File: src/rtl/dco_ctrl.sv
// DCO code controller: binary search toward the detector's balance point, then
// unit-step tracking with a lock qualifier. The code saturates to 0..128.
module dco_ctrl #(
   parameter int unsigned SETTLE_CYC = 4,
   parameter int unsigned LOCK_CNT   = 8,
   parameter int unsigned CODE_INIT  = 64
) (
   input  logic       clk,
   input  logic       reset,
   input  logic       en,
   input  logic       up,
   input  logic       dn,
   output logic [7:0] dco_code,
   output logic       lock,
   output logic [2:0] state
);

   typedef enum logic [2:0] {
      StIdle   = 3'd0,
      StSettle = 3'd1,
      StSearch = 3'd2,
      StTrack  = 3'd3,
      StLocked = 3'd4
   } state_t;

   typedef enum logic [1:0] {
      DirNone = 2'd0,
      DirUp   = 2'd1,
      DirDn   = 2'd2,
      DirHold = 2'd3
   } dir_t;

   localparam logic [7:0] CodeInit   = 8'(CODE_INIT);
   localparam logic [7:0] StepInit   = 8'(CODE_INIT / 2);
   localparam logic [7:0] SettleLast = 8'(SETTLE_CYC - 1);
   localparam logic [7:0] LockCnt    = 8'(LOCK_CNT);

   state_t     state_q, state_d;
   logic [7:0] code_q, code_d;
   logic [7:0] step_q, step_d;
   logic       lock_q, lock_d;
   logic [7:0] settle_q, settle_d;
   logic [7:0] lcnt_q, lcnt_d;
   logic       search_q, search_d;
   dir_t       prev_q, prev_d;  // previous decision, hold included
   dir_t       last_q, last_d;  // previous non-hold decision

   dir_t       dir;
   logic [8:0] delta9;
   logic [8:0] sum9;
   logic [7:0] add_sat;
   logic [7:0] sub_sat;
   logic [7:0] lcnt_inc;
   logic       qual_inc;
   logic       qual_clr;

   assign dir = (up && !dn) ? DirUp : ((dn && !up) ? DirDn : DirHold);

   // 9-bit intermediate so the sum can exceed 128 and be clamped instead of wrapping
   assign delta9  = search_q ? {1'b0, step_q} : 9'd1;
   assign sum9    = {1'b0, code_q} + delta9;
   assign add_sat = (sum9 > 9'd128) ? 8'd128 : sum9[7:0];
   assign sub_sat = (delta9 > {1'b0, code_q}) ? 8'd0 : 8'({1'b0, code_q} - delta9);

   assign lcnt_inc = (lcnt_q == 8'd255) ? 8'd255 : lcnt_q + 8'd1;
   assign qual_inc = (dir == DirHold) || (dir == DirUp && last_q == DirDn) ||
                     (dir == DirDn && last_q == DirUp);
   assign qual_clr = (dir != DirHold) && (dir == prev_q);

   always_comb begin
      state_d  = state_q;
      code_d   = code_q;
      step_d   = step_q;
      lock_d   = lock_q;
      settle_d = settle_q;
      lcnt_d   = lcnt_q;
      search_d = search_q;
      prev_d   = prev_q;
      last_d   = last_q;

      case (state_q)
         StIdle: begin
            if (en) begin
               state_d  = StSettle;
               search_d = 1'b1;
               settle_d = 8'd0;
            end
         end
         StSettle: begin
            if (settle_q == SettleLast) begin
               settle_d = 8'd0;
               if (search_q)    state_d = StSearch;
               else if (lock_q) state_d = StLocked;
               else             state_d = StTrack;
            end else begin
               settle_d = settle_q + 8'd1;
            end
         end
         StSearch: begin
            state_d = StSettle;
            case (dir)
               DirUp, DirDn: begin
                  code_d = (dir == DirUp) ? add_sat : sub_sat;
                  step_d = step_q >> 1;
                  if (step_q <= 8'd1) search_d = 1'b0;
               end
               default: search_d = 1'b0;
            endcase
         end
         StTrack, StLocked: begin
            state_d = StSettle;
            case (dir)
               DirUp:   code_d = add_sat;
               DirDn:   code_d = sub_sat;
               default: code_d = code_q;
            endcase
            if (qual_clr) begin
               lcnt_d = 8'd0;
               lock_d = 1'b0;
            end else if (qual_inc) begin
               lcnt_d = lcnt_inc;
               if (lcnt_inc >= LockCnt) lock_d = 1'b1;
            end
            prev_d = dir;
            if (dir != DirHold) last_d = dir;
         end
         default: state_d = StIdle;
      endcase

      if (!en) begin
         state_d  = StIdle;
         code_d   = CodeInit;
         step_d   = StepInit;
         lock_d   = 1'b0;
         settle_d = 8'd0;
         lcnt_d   = 8'd0;
         search_d = 1'b0;
         prev_d   = DirNone;
         last_d   = DirNone;
      end
   end

   always_ff @(posedge clk or posedge reset) begin
      if (reset) begin
         state_q  <= StIdle;
         code_q   <= CodeInit;
         step_q   <= StepInit;
         lock_q   <= 1'b0;
         settle_q <= 8'd0;
         lcnt_q   <= 8'd0;
         search_q <= 1'b0;
         prev_q   <= DirNone;
         last_q   <= DirNone;
      end else begin
         state_q  <= state_d;
         code_q   <= code_d;
         step_q   <= step_d;
         lock_q   <= lock_d;
         settle_q <= settle_d;
         lcnt_q   <= lcnt_d;
         search_q <= search_d;
         prev_q   <= prev_d;
         last_q   <= last_d;
      end
   end

   assign dco_code = code_q;
   assign lock     = lock_q;
   assign state    = state_q;

endmodule

File: config.mk
export PLATFORM = sky130hd
export DESIGN_NAME = dco_ctrl
export DESIGN_NICKNAME = d
export VERILOG_FILES = /design/src/rtl/dco_ctrl.sv
export SDC_FILE = /design/constraint.sdc
export NUM_CORES = 1
export LEC_CHECK = 0
export CORE_MARGIN = 2
export CORE_UTILIZATION = 30
export DETAILED_ROUTE_END_ITERATION = 10
export GPL_TIMING_DRIVEN = 1
export MAX_ROUTING_LAYER = met4
export SKIP_LAST_GASP = 1
export SLEW_MARGIN = 25
export SYNTH_ARGS = -nofsm -noshare
export SYNTH_HDL_FRONTEND = slang
export SYNTH_SLANG_ARGS = --single-unit
File: constraint.sdc
create_clock -name clk -period 3.3 [get_ports clk]
set_input_delay 0.33 -clock clk [delete_from_list [all_inputs] [get_ports clk]]
set_output_delay 0.33 -clock clk [all_outputs]
set_load 0.01 [all_outputs]
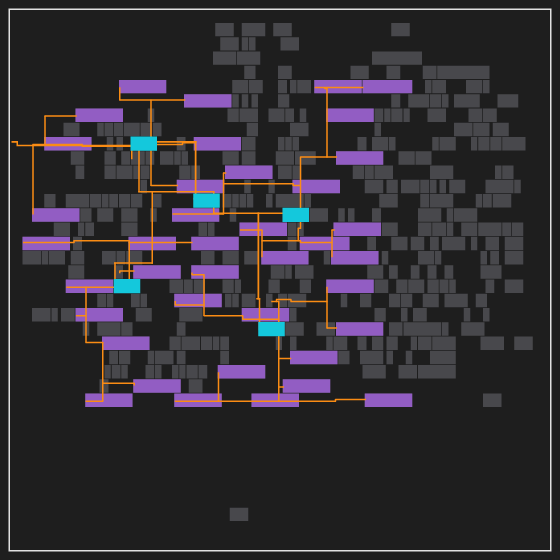
*Clock wires, drivers and flops*
Orange is clock wires, length 552 um. Cyan is clock drivers, count 5. Purple is flip-flops, count 39.
There are 6 routed clock nets.
worst skew pair latency: 0.29 ns
Clock Power: 319 uW

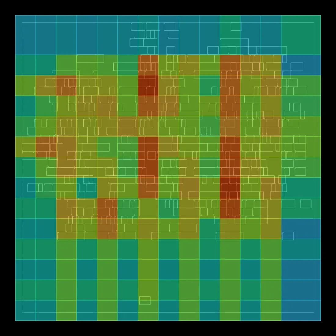
*Routing congestion*
total track usage: 13.1%
Finished Core Util: 34.3%
busiest grt layer: met2

==> GITHUB_STEP_SUMMARY <==
### Yosys + OpenROAD results

| Metric | Value |
|---|---|
| Max stage delay on crit path | 0.50 ns |
| Sw frac | 26.6% |
| Critical path class | register to register |
| Ys flops | 39 |
| Iteration-0 DRC Markers | 93 |
| Status | finished, final reports clean |
| Rel. slew slack | 46.5% |
| Num CTS Buffers | 5 |
| Top cell excl fill/tap | dfrtp_1 |
| Cts hold-fix bufs | 0 |
| Vias | 2475 |
| Post-synth top area cell | dfrtp_1 |
| Min cycle time layout | 2.99 ns |
| Metal2 WL | 3140 um |
| Gate Area | 0.00179 mm^2 |
| I/O Buffers | 16 |
| Synth Seq Share | 33.3% |
| P_seq | 492 uW |
| Clock sink total | 39 |
| Most instantiated cells after synthesis | dfrtp_1 (37), nor2_1 (34), nand2_1 (25) |
| Pre-antenna DRT Iters | 4 |
| Hpwl dp | 4820 um |
| Clock network power share | 34.6% |
| Synth Cell Area | 0.00294 mm^2 |
| Mux frac, synth | 3.49% |
| Flop share of the area | 29.6% |
| Logic pwr share | 11.9% |
| Leakage Power | 0.00141 uW |
| CP required | 3.46 ns |
| Tot Pwr | 921 uW |
| Clock network area share | 2.57% |
| Die Span X | 103 um |
| Post-Layout Cell Count | 480 |
| N_taps | 133 |
| Reg-to-Reg Start | step_q[0]$_DFFE_PP0P_ |
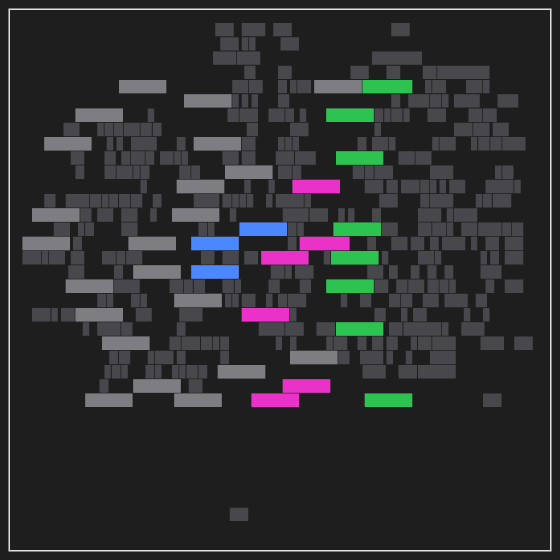
*Where the registers sit*
Magenta is step_q, placed flops 6, where center. Blue is state, placed flops 3. Green is dco_code, placed flops 8.
Another 22 sequential cells are not colored.

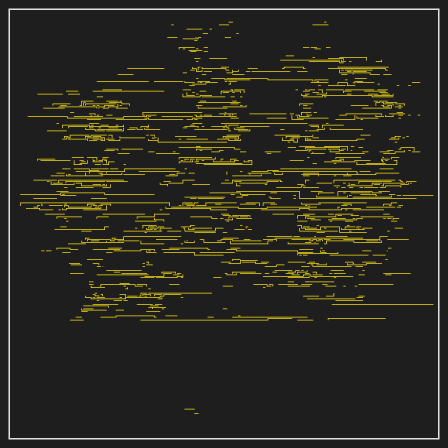
*M1 wires*
The layer carries 3200 um of wire. The layer holds 49% of the routed length.

Power and IR drop assume default switching activity.
